### src/rtl/pipe_pkg.sv
// Shared pipeline constants and the EX/MEM slot types.
// Default widths for ex_mem_reg; the slot struct is sized from these.
package pipe_pkg;

    localparam int DATA_W = 3;
    localparam int ADDR_W = 3;
    localparam int REG_W  = 3;

    typedef struct packed {
        logic valid;
        logic mem_read;
        logic mem_write;
        logic reg_write;
        logic mem_to_reg;
    } ex_mem_ctrl_t;

    typedef struct packed {
        ex_mem_ctrl_t          ctrl;
        logic [DATA_W-1:0]     alu_result;
        logic [DATA_W-1:0]     store_data;
        logic [REG_W-1:0]      rd;
    } ex_mem_t;

endpackage

### src/rtl/sat_counter.sv
// 8-bit event counter that stops at all-ones instead of wrapping.
module sat_counter (
    input  logic       clk,
    input  logic       rst,
    input  logic       en,
    output logic [7:0] count
);

    function automatic logic [7:0] sat_inc(input logic [7:0] v);
        return (v == 8'hFF) ? v : v + 8'd1;
    endfunction

    always_ff @(posedge clk or posedge rst) begin
        if (rst)
            count <= '0;
        else if (en)
            count <= sat_inc(count);
    end

endmodule

### src/rtl/ex_mem_reg.sv
// EX/MEM pipeline register with stall, flush, illegal-control trap, EX forwarding
// and load-use detection. Define EX_MEM_PERF_EN to add stall/bubble counters.
module ex_mem_reg #(
    parameter int DATA_W = pipe_pkg::DATA_W,
    parameter int ADDR_W = pipe_pkg::ADDR_W,
    parameter int REG_W  = pipe_pkg::REG_W
) (
    input  logic              clk,
    input  logic              rst,
    input  logic              ex_valid,
    input  logic              ex_mem_read,
    input  logic              ex_mem_write,
    input  logic              ex_reg_write,
    input  logic              ex_mem_to_reg,
    input  logic [DATA_W-1:0] ex_alu_result,
    input  logic [DATA_W-1:0] ex_store_data,
    input  logic [REG_W-1:0]  ex_rd,
    input  logic              stall,
    input  logic              flush,
    input  logic [REG_W-1:0]  id_rs1,
    input  logic [REG_W-1:0]  id_rs2,
    output logic              mem_read_ctrl,
    output logic              mem_write_ctrl,
    output logic [ADDR_W-1:0] mem_address,
    output logic [DATA_W-1:0] mem_data_write,
    output logic              mem_valid,
    output logic              mem_reg_write,
    output logic              mem_mem_to_reg,
    output logic [REG_W-1:0]  mem_rd,
    output logic [DATA_W-1:0] mem_alu_result,
    output logic              fwd_valid,
    output logic [REG_W-1:0]  fwd_rd,
    output logic [DATA_W-1:0] fwd_data,
    output logic              load_use_hazard,
    output logic              ctrl_err
`ifdef EX_MEM_PERF_EN
    ,
    output logic [7:0]        stall_cnt,
    output logic [7:0]        bubble_cnt
`endif
);
    import pipe_pkg::*;

    ex_mem_t ex_mem_nxt;
    ex_mem_t ex_mem_p0;
    logic    illegal;
    logic    load_bubble;
    logic    vld_p0;

    // Read+write together is a decode bug; it enters the pipe as a bubble.
    assign illegal     = ex_valid & ex_mem_read & ex_mem_write;
    assign load_bubble = ~ex_valid | illegal;

    always_comb begin
        ex_mem_nxt            = '0;
        ex_mem_nxt.alu_result = ex_alu_result;
        ex_mem_nxt.store_data = ex_store_data;
        ex_mem_nxt.rd         = ex_rd;
        if (!load_bubble) begin
            ex_mem_nxt.ctrl.valid      = 1'b1;
            ex_mem_nxt.ctrl.mem_read   = ex_mem_read;
            ex_mem_nxt.ctrl.mem_write  = ex_mem_write;
            ex_mem_nxt.ctrl.reg_write  = ex_reg_write;
            ex_mem_nxt.ctrl.mem_to_reg = ex_mem_to_reg;
        end
    end

    // ---- EX -> MEM boundary ----
    always_ff @(posedge clk or posedge rst) begin
        if (rst) begin
            ex_mem_p0 <= '0;
            ctrl_err  <= 1'b0;
        end else if (flush) begin
            ex_mem_p0.ctrl <= '0;
        end else if (!stall) begin
            ex_mem_p0 <= ex_mem_nxt;
            if (illegal)
                ctrl_err <= 1'b1;
        end
    end

    assign vld_p0         = ex_mem_p0.ctrl.valid;
    assign mem_valid      = vld_p0;
    assign mem_read_ctrl  = vld_p0 & ex_mem_p0.ctrl.mem_read;
    assign mem_write_ctrl = vld_p0 & ex_mem_p0.ctrl.mem_write;
    assign mem_reg_write  = ex_mem_p0.ctrl.reg_write;
    assign mem_mem_to_reg = ex_mem_p0.ctrl.mem_to_reg;
    assign mem_address    = ex_mem_p0.alu_result[ADDR_W-1:0];
    assign mem_data_write = ex_mem_p0.store_data;
    assign mem_rd         = ex_mem_p0.rd;
    assign mem_alu_result = ex_mem_p0.alu_result;

    // Only ALU results are ready here; loaded data arrives a stage later.
    assign fwd_valid = vld_p0 & ex_mem_p0.ctrl.reg_write & ~ex_mem_p0.ctrl.mem_to_reg
                     & (ex_mem_p0.rd != '0);
    assign fwd_rd    = ex_mem_p0.rd;
    assign fwd_data  = ex_mem_p0.alu_result;

    assign load_use_hazard = vld_p0 & mem_read_ctrl & ex_mem_p0.ctrl.reg_write
                           & (ex_mem_p0.rd != '0)
                           & ((ex_mem_p0.rd == id_rs1) | (ex_mem_p0.rd == id_rs2));

`ifdef EX_MEM_PERF_EN
    logic stall_en;
    logic bubble_en;

    assign stall_en  = stall & ~flush;
    assign bubble_en = flush | (~stall & load_bubble);

    sat_counter u_stall_cnt (
        .clk   (clk),
        .rst   (rst),
        .en    (stall_en),
        .count (stall_cnt)
    );

    sat_counter u_bubble_cnt (
        .clk   (clk),
        .rst   (rst),
        .en    (bubble_en),
        .count (bubble_cnt)
    );
`endif

endmodule

### config.mk
export PLATFORM = sky130hd
export DESIGN_NAME = ex_mem_reg
export DESIGN_NICKNAME = d
export VERILOG_FILES = /design/src/rtl/pipe_pkg.sv /design/src/rtl/sat_counter.sv /design/src/rtl/ex_mem_reg.sv
export SDC_FILE = /design/constraint.sdc
export NUM_CORES = 1
export LEC_CHECK = 0
export CAP_MARGIN = 0
export CORE_AREA = 10 10 67 58
export CTS_CLUSTER_SIZE = 28
export DETAILED_ROUTE_END_ITERATION = 10
export DIE_AREA = 0 0 77 68
export GPL_TIMING_DRIVEN = 0
export PLACE_DENSITY = 0.73
export SYNTH_ARGS = -nofsm -noshare
export SYNTH_HDL_FRONTEND = slang
export SYNTH_SLANG_ARGS = --single-unit
### constraint.sdc
create_clock -name clk -period 1.4 [get_ports clk]
set_clock_uncertainty 0.15 [all_clocks]
set_input_delay 0.42 -clock clk [delete_from_list [all_inputs] [get_ports clk]]
set_output_delay 0.42 -clock clk [all_outputs]
set_load 0.005 [all_outputs]
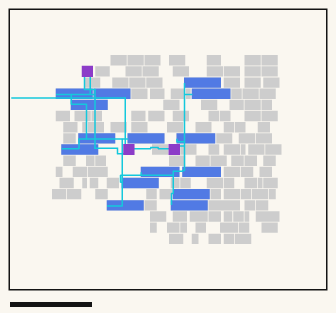
run_1/clock_map.png
The bar under the picture is 20 microns long.
Key: blue = flip-flops [count 15]; purple = cells driving clock nets [count 3]; cyan = clock wires [length 207 microns]
There are 4 routed clock nets.
Late-Pin Clk Latency: 0.28 ns
Clk power: 244 uW
relative contribution of the clock network to total power: 17.0%

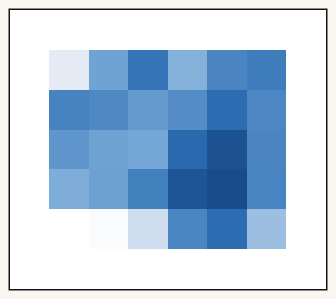
run_1/density.png
The die is cut into 8 by 7 equal tiles; white is low, dark blue is high, 0 to 100% covered.
48% of the tiles are nearly empty. 11% of the tiles are over 75% full. The mean over all tiles is 31%. The emptiest ninth of the die: lower left. The fullest tile reaches 89%. The densest ninth of the die: centre.
core utilization before placement: 31.2%
total core area: 2620 sq um

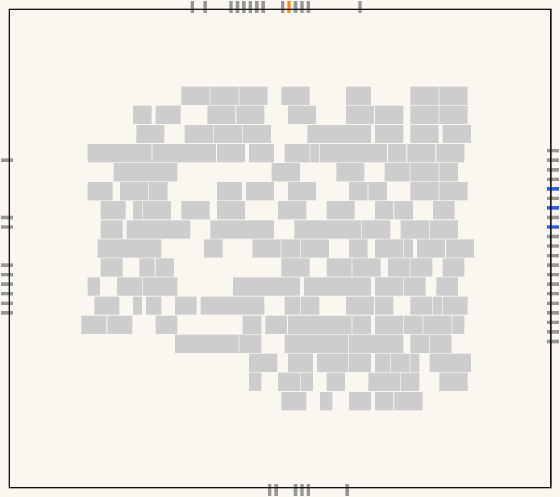
run_1/pins.png
Pins as bars across the die edge, other pins in grey.
Key: blue = mem_rd [pins 3, direction output, edge right]; orange = rst [pins 1, direction input, edge top]
Die Ht: 68 microns
x dimension of the die: 77 microns
number of buffers added on ports: 49

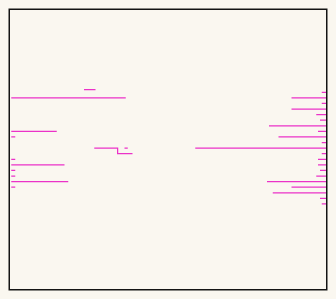
run_1/met3.png
The wires run mostly horizontal. The layer holds 7.8% of the routed length. The layer carries 204 microns of wire.

==> notes.md, run 1 <==
Notes on the physical design

The flow ran to the end, but the final reports show violations. The checks that failed: setup timing. In this design, the largest share of critical-path delay is due to flip-flops. The critical path arrival is 1.48 ns. In the final report, the number of pins over their slew limit comes to 0. Leaving out the clock tree, the finished layout contains an inverter count of 2. The fraction of cell area in sequential cells is reported as 23.1%. The aggregate global-route resource usage is 10.4%. The synthesis run identifies the leading combinational cell family as buffers and inverters. The library cells used most frequently in the layout, excluding fill and tap cells, are sky130_fd_sc_hd__buf_6, sky130_fd_sc_hd__clkdlybuf4s50_1, sky130_fd_sc_hd__buf_4, sky130_fd_sc_hd__dfrtp_1. The length of routed met3 wiring is 204 microns. After layout, the worst setup slack is -0.648 ns.

The cell depth of the worst hold path is 1. The sequential cell fraction of total power is 36.8%. The final total negative setup slack is -5.03 ns. In this run the post-CTS setup repair buffer count came out at 24. Dividing the detail-routed via count by the number of cells gives 4.09. The clock sink count is 15. The critical path launch point type is a flip-flop.

Per the OpenROAD power report, switching power amounts to 371 uW. The max-slew check reports its worst relative slack as 62.7%. The initial antenna violation count is 0. VDD sags by at most 0.563 mV. The count of final setup violators is 21. The worst-case hold slack is 0.324 ns. Setup repair after global routing could not meet its margin everywhere. The power density over the cells is 870 nW/um^2.

In this run the layout overhead on the synthesized area is reported as 102%. The post-route non-filler standard cell count is 181. In the post-synthesis netlist, the biggest area contributors are sky130_fd_sc_hd__dfrtp_1, sky130_fd_sc_hd__buf_4, sky130_fd_sc_hd__mux2_2.

The post-place instance area is 1350 sq um. The number of global-route vias before repair is 859. The cell type that accounts for the most area after synthesis is sky130_fd_sc_hd__dfrtp_1. The DRC violation total left in the routed layout is recorded as 0.

The layout has 221 filler cells. The worst setup path is captured at an output pin. The area recorded from the Yosys report for this design is 816 sq um. The fraction of registers with async set/reset is 100%. RePlAce ended its routability-driven mode at a weighted congestion of 0.693. Per the detail_route report, routed wire per instance is 14.6 microns. For reference, the post-synthesis area per instance comes to 11.7 sq um.

The clock-pin slew of the registers on the worst-case setup and hold paths is 0.08 ns. The global-route track usage on met1 is 10.5%. The global route stage reports its total congestion overflow as 0. After layout, the design draws a total of 1.43 mW. The top cell type by instance count after synthesis is sky130_fd_sc_hd__buf_4. The power attributed to sequential cells is 528 uW. The synthesized netlist devotes 10.7% of its cell area to compound gates.
==> run 2, diff against run 1 <==
--- a/config.mk
+++ b/config.mk
@@ -6,12 +6,12 @@
 export NUM_CORES = 1
 export LEC_CHECK = 0
 export CAP_MARGIN = 0
-export CORE_AREA = 10 10 67 58
+export CORE_AREA = 8 8 61 52
 export CTS_CLUSTER_SIZE = 28
 export DETAILED_ROUTE_END_ITERATION = 10
-export DIE_AREA = 0 0 77 68
+export DIE_AREA = 0 0 69 60
 export GPL_TIMING_DRIVEN = 0
-export PLACE_DENSITY = 0.73
+export PLACE_DENSITY = 0.8
 export SYNTH_ARGS = -nofsm -noshare
 export SYNTH_HDL_FRONTEND = slang
 export SYNTH_SLANG_ARGS = --single-unit
==> constraint.sdc (replaced) <==
create_clock -name clk -period 2.6 [get_ports clk]
set_clock_uncertainty 0.15 [all_clocks]
set_input_delay 0.78 -clock clk [delete_from_list [all_inputs] [get_ports clk]]
set_output_delay 0.78 -clock clk [all_outputs]
set_load 0.005 [all_outputs]
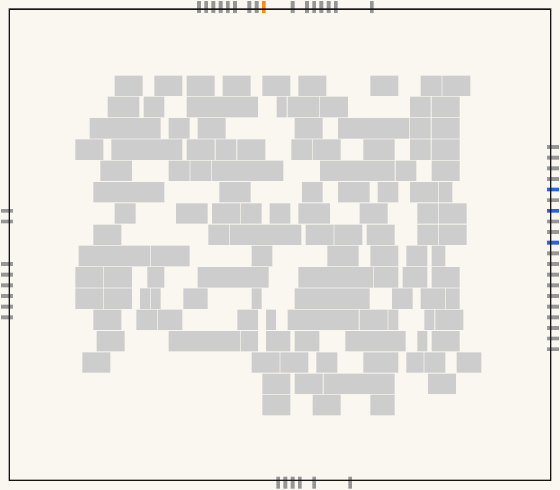
run_2/pins.png
Pins as bars across the die edge, other pins in grey.
Key: blue = mem_rd [pins 3, direction output, edge right]; orange = rst [pins 1, direction input, edge top]

==> notes.md, run 2 <==
Notes on the physical design

The area share of and/or/nand/nor cells after synthesis is 7.36%. In this run, post-CTS hold repair placed 0 buffers. The share of total power in combinational logic is 37.6%. In the final design database the tool counted 148 nets. The power attributed to sequential cells is 292 uW (-45%).

The starting density of the core was 35.7% (+4.6 points). Counting along the longest clock path gives a buffer depth of 2. The worst setup path is captured at an output pin. The initial antenna violation count was 0 (unchanged).

The routed wirelength normalized by instance count is 14.5 microns (-0.26%). The die span in x is 69 microns (-10%). The critical path arrival is 1.62 ns (+0.14 ns).

The clock-pin slew of the registers on the worst-case setup and hold paths is 0.09 ns (about the same). The post-place instance area is 1340 sq um (-1.0%). The script reports the combined buffer and inverter count of the critical path as 2.

The number of global-route vias before repair is 700 (-19%). The final weighted congestion in routability-driven placement came to 0.823 (+19%). The fraction of registers with async set/reset came to 100% (unchanged). The number of post-CTS setup repair buffers was 0 (-100%).

The routed via count divided by cell count came to 4.55 (+11%). The net switching component of the power came to 165 uW (-56%). The max-slew violation count is 0 (unchanged). The number of detailed-routing iterations run before antenna repair is 4. The post-synthesis instance total is 70.

The sequential cell fraction of total power is 43.5% (+6.7 points). The repair_antennas step left the layout with diodes totalling 0. The remaining max-slew budget at the tightest pin came to 62.1% (-0.64 points). The run finished with clean final reports.

The count of final setup violators is 0 (-100%). The largest area contributor in the synthesized netlist is sky130_fd_sc_hd__dfrtp_1. The largest vdd supply drop was 0.336 mV (-40%).

The overall die height is 60 microns (-12%). The switching portion of total power comes to 24.5%. The length of routed met3 wiring is 159 microns (-22%).

The class of the most critical hold timing path is flip-flop to flip-flop. The chip area is 4140 sq um. The cell depth of the worst hold path is 1 (unchanged).

The H-tree level count is 1. The first-pass GRT wire length is 3500 microns. After floorplanning, the core was divided into 16 placement rows. The number of clock-tree buffers in the layout is 4.

The largest part of the power goes to registers. The final total negative setup slack is 0 ns (+5.03 ns). The post-route non-filler standard cell count is 150 (-17%). By area the synthesized netlist is led by sky130_fd_sc_hd__dfrtp_1, sky130_fd_sc_hd__buf_4, sky130_fd_sc_hd__mux2_2. The synthesized-area fraction occupied by ao, oa, aoi and oai cells came to 10.7% (unchanged).

The number of endpoints with negative hold slack in the final report is 0. The fraction of standard cell area that is sequential is 27.7% (+4.6 points). The synthesis report names the predominant flop master as sky130_fd_sc_hd__dfrtp_1.

The most used logic cell in the final layout is sky130_fd_sc_hd__clkdlybuf4s50_1. Cell internal power was estimated by the tool at 508 uW. The power density over the cells is 491 nW/um^2 (-44%). The longest individual stage delay on the worst path is 0.21 ns.

The combinational share of cell area is 21.8%. The share of final layout cell area taken by non-clock buffers is 45.6%. Among cell families on the critical path, the largest total delay comes from buffers and inverters. In this run the worst setup path begins at id_rs2[2]. The total power after layout is 673 uW (-53%). The remaining global-route overflow came to 0 (unchanged).

The per-instance average area after synthesis is 11.7 sq um (unchanged). The setup slack at placement is -0.648 ns. The TritonCTS buffer count is 3.

The worst-case hold slack is 0.324 ns (+0.000378 ns). The setup check on the worst reg-to-reg path leaves a slack of 1.58 ns. The placeable core area is 2280 sq um (-13%).

The post-synthesis to final-layout area growth is 67.9%. The initial detailed-routing violation count is 16. The clock sink count came to 15 (unchanged). After synthesis, the most frequently instantiated cells are sky130_fd_sc_hd__buf_4, sky130_fd_sc_hd__dfrtp_1, sky130_fd_sc_hd__mux2_2. The number of remaining DRC errors came to 0 (unchanged). The chip area from the yosys synthesis statistics came to 816 sq um (unchanged). In the layout the commonest cells are sky130_fd_sc_hd__clkdlybuf4s50_1, sky130_fd_sc_hd__buf_4, sky130_fd_sc_hd__dfrtp_1, sky130_fd_sc_hd__mux2_2.

The terminating pin of the worst hold path is ctrl_err. The minimum setup slack in the final design is 0.0492 ns (+0.697 ns). The final-layout fill cell count is 209 (-5.4%).

The worst setup path is launched from an input pin. The non-clock inverter total of the final layout came to 2 (unchanged). The count of synthesis-stage warnings from yosys is 0. The multi-input logic area is 299 sq um. The count of port buffers added during placement is 49 (unchanged).

The critical register-to-register path endpoint is fwd_rd[2]. The dominant non-sequential cell family after synthesis is buffers and inverters. Across the whole layout, storage elements account for 379 sq um.

The aggregate global-route resource usage is 10.5% (+0.082 points). The global-route track usage on met1 was 12.1% (+1.6 points). The most frequently used library cell after synthesis is sky130_fd_sc_hd__buf_4.
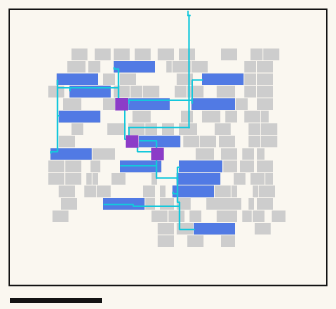
run_2/clock_map.png
The bar under the picture is 20 microns long.
Key: cyan = clock wires [length 183 microns]; blue = flip-flops [count 15]; purple = cells driving clock nets [count 3]
There are 4 routed clock nets.
relative contribution of the clock network to total power: 19.0%
Clk power: 128 uW
Late-Pin Clk Latency: 0.27 ns

==> run 3, diff against run 2 <==
--- a/config.mk
+++ b/config.mk
@@ -6,12 +6,13 @@
 export NUM_CORES = 1
 export LEC_CHECK = 0
 export CAP_MARGIN = 0
-export CORE_AREA = 8 8 61 52
+export CORE_AREA = 8 8 59 51
 export CTS_CLUSTER_SIZE = 28
 export DETAILED_ROUTE_END_ITERATION = 10
-export DIE_AREA = 0 0 69 60
+export DIE_AREA = 0 0 67 59
+export DONT_BUFFER_PORTS = 1
 export GPL_TIMING_DRIVEN = 0
-export PLACE_DENSITY = 0.8
+export PLACE_DENSITY = 0.53
 export SYNTH_ARGS = -nofsm -noshare
 export SYNTH_HDL_FRONTEND = slang
 export SYNTH_SLANG_ARGS = --single-unit
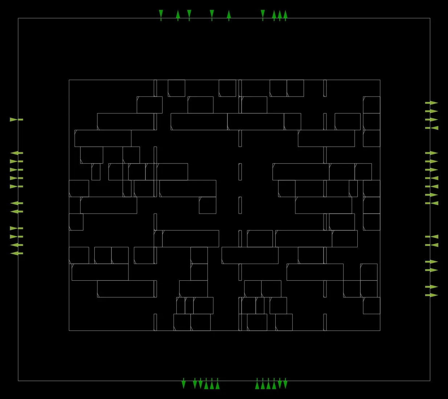
run_3/final_placement.png
total core area: 2060 sq um
number of tap cells added at floorplan: 25

==> notes.md, run 3 <==
Notes on the physical design

The flow ran to the end, and the final reports show no timing, DRC or antenna violations. The longest individual stage delay on the worst path is 0.47 ns (+0.26 ns). The post-synthesis to final-layout area growth is 7.06%. The cell type group with the largest total delay on the critical path is flip-flops. The count of synthesis-stage warnings from yosys is 0 (unchanged). The critical path arrival was 1.33 ns (-0.29 ns).

The global-route track usage on met1 came to 10.3% (-1.8 points). The source-to-sink clock delay at the later pin of the worst-skew pair is 0.28 ns (about the same). In the global route stage, met3 resource usage came out at 6.99%.

The top cell type by instance count after synthesis is sky130_fd_sc_hd__buf_4. The number of detailed-routing iterations run before antenna repair is 4 (unchanged). The sequential cell fraction of total power is 52.4% (+8.9 points). The remaining global-route overflow is 0 (unchanged). The clock network power is 133 uW (+4%). By count the netlist is led by sky130_fd_sc_hd__buf_4, sky130_fd_sc_hd__dfrtp_1, sky130_fd_sc_hd__mux2_2.

The net switching component of the power was 145 uW (-12%). The number of buffers and inverters on the critical path is 0 (-2). The post-route non-filler standard cell count is 99 (-34%). The final weighted congestion in routability-driven placement is 0.621 (-25%). The switching part of the total power is 26.5% (+2.0 points). The library cells used most frequently in the layout, excluding fill and tap cells, are sky130_fd_sc_hd__buf_4, sky130_fd_sc_hd__dfrtp_1, sky130_fd_sc_hd__mux2_2, sky130_fd_sc_hd__a22o_1, sky130_fd_sc_hd__xnor2_1. The length of routed met3 wiring is 278 microns (+75%).

The cell internal power dissipation came to 403 uW (-21%). The synthesized-area fraction occupied by ao, oa, aoi and oai cells is 10.7% (unchanged). The combinational share of cell area came to 32.5% (+11 points). The power attributed to sequential cells is 288 uW (-1%). The critical path launch point type is a flip-flop.

The most frequently used flop master after synthesis is sky130_fd_sc_hd__dfrtp_1. The remaining max-slew budget at the tightest pin is 61.4% (-0.68 points). The most used logic cell in the final layout is sky130_fd_sc_hd__buf_4. The worst-case hold slack is 0.283 ns (-0.0412 ns). The critical register-to-register path endpoint is fwd_rd[0]. The initial antenna violation count is 0 (unchanged). The number of cell rows came to 15 (-1).

The type of element capturing the critical path is an output pin. Summing all non-filler instances in the final layout gives an area of 873 sq um. The starting density of the core was 39.5% (+3.8 points). In this run the worst hold path is classified as input pin to async pin.

The total area of sequential cells is 375 sq um (-0.99%). The clock sink count is 15 (unchanged). The share of final layout cell area taken by non-clock buffers came to 17.0% (-29 points). The TritonCTS buffer count is 3 (unchanged). The chip area from the yosys synthesis statistics is 816 sq um (unchanged).

The number of global-route vias before repair is 548 (-22%). The per-instance average area after synthesis came to 11.7 sq um (unchanged). The count of inserted antenna diode cells is 0 (unchanged). The final total negative setup slack is 0 ns (unchanged). The largest vdd supply drop is 0.315 mV (-6.4%).

The number of endpoints with negative hold slack in the final report came to 0 (unchanged). Sorting the synthesized cells by area gives the leading types as sky130_fd_sc_hd__dfrtp_1, sky130_fd_sc_hd__buf_4, sky130_fd_sc_hd__mux2_2. The minimum setup slack in the final design is 0.344 ns (+0.295 ns).

The layout sequential cell count is 15. The origin of the worst setup path is fwd_rd[0]. The number of clock-tree buffers in the layout came to 4 (unchanged). Cells fill 42.3% of the core in the end. The number of remaining DRC errors is 0 (unchanged). The final-layout fill cell count was 204 (-2.4%). The fraction of registers with async set/reset is 100% (unchanged).

The power density over the cells was 628 nW/um^2 (+28%). The largest area contributor in the synthesized netlist is sky130_fd_sc_hd__dfrtp_1. The fraction of standard cell area that is sequential is 43.0% (+15 points). The setup slack at placement is 0.371 ns (+1.02 ns). The largest part of the power goes to registers.

The routed wirelength normalized by instance count was 17.5 microns (+21%). The max-slew violation count is 0 (unchanged). The area share of and/or/nand/nor cells after synthesis is 7.36% (unchanged). The initial detailed-routing violation count came to 5 (-11). The routed via count divided by cell count is 4.99 (+9.7%). The count of final setup violators is 0 (unchanged).

The total power after layout is 549 uW (-18%). The first-pass GRT wire length is 2850 microns (-19%). The hold buffer count at cts is 0 (unchanged). The aggregate global-route resource usage is 9.51% (-0.97 points).

The non-clock inverter total of the final layout came to 2 (unchanged). The number of post-CTS setup repair buffers is 0 (unchanged). The share of total power in combinational logic was 23.3% (-14 points). The layout net count is 99 (-33%).

Among the non-sequential cells, buffers and inverters take the most area. The worst-case register-to-register setup slack is 1.59 ns (about the same).
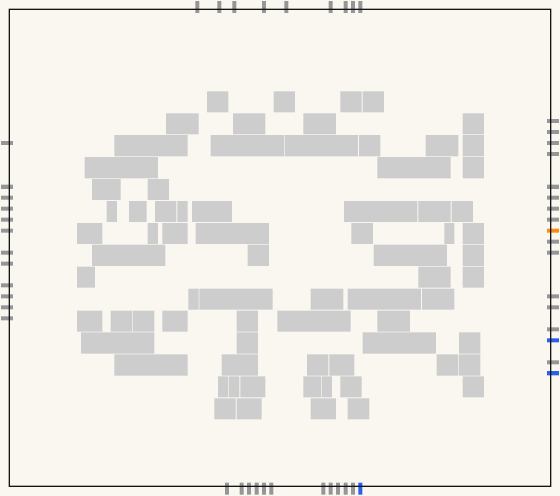
run_3/pins.png
Pins as bars across the die edge, other pins in grey.
Key: blue = mem_rd [pins 3, direction output, edge 2 right, 1 bottom]; orange = rst [pins 1, direction input, edge right]
x dimension of the die: 67 microns
number of buffers added on ports: 0
Die Ht: 59 microns

No activity file was given, so power comes from the tool's default toggle rates.
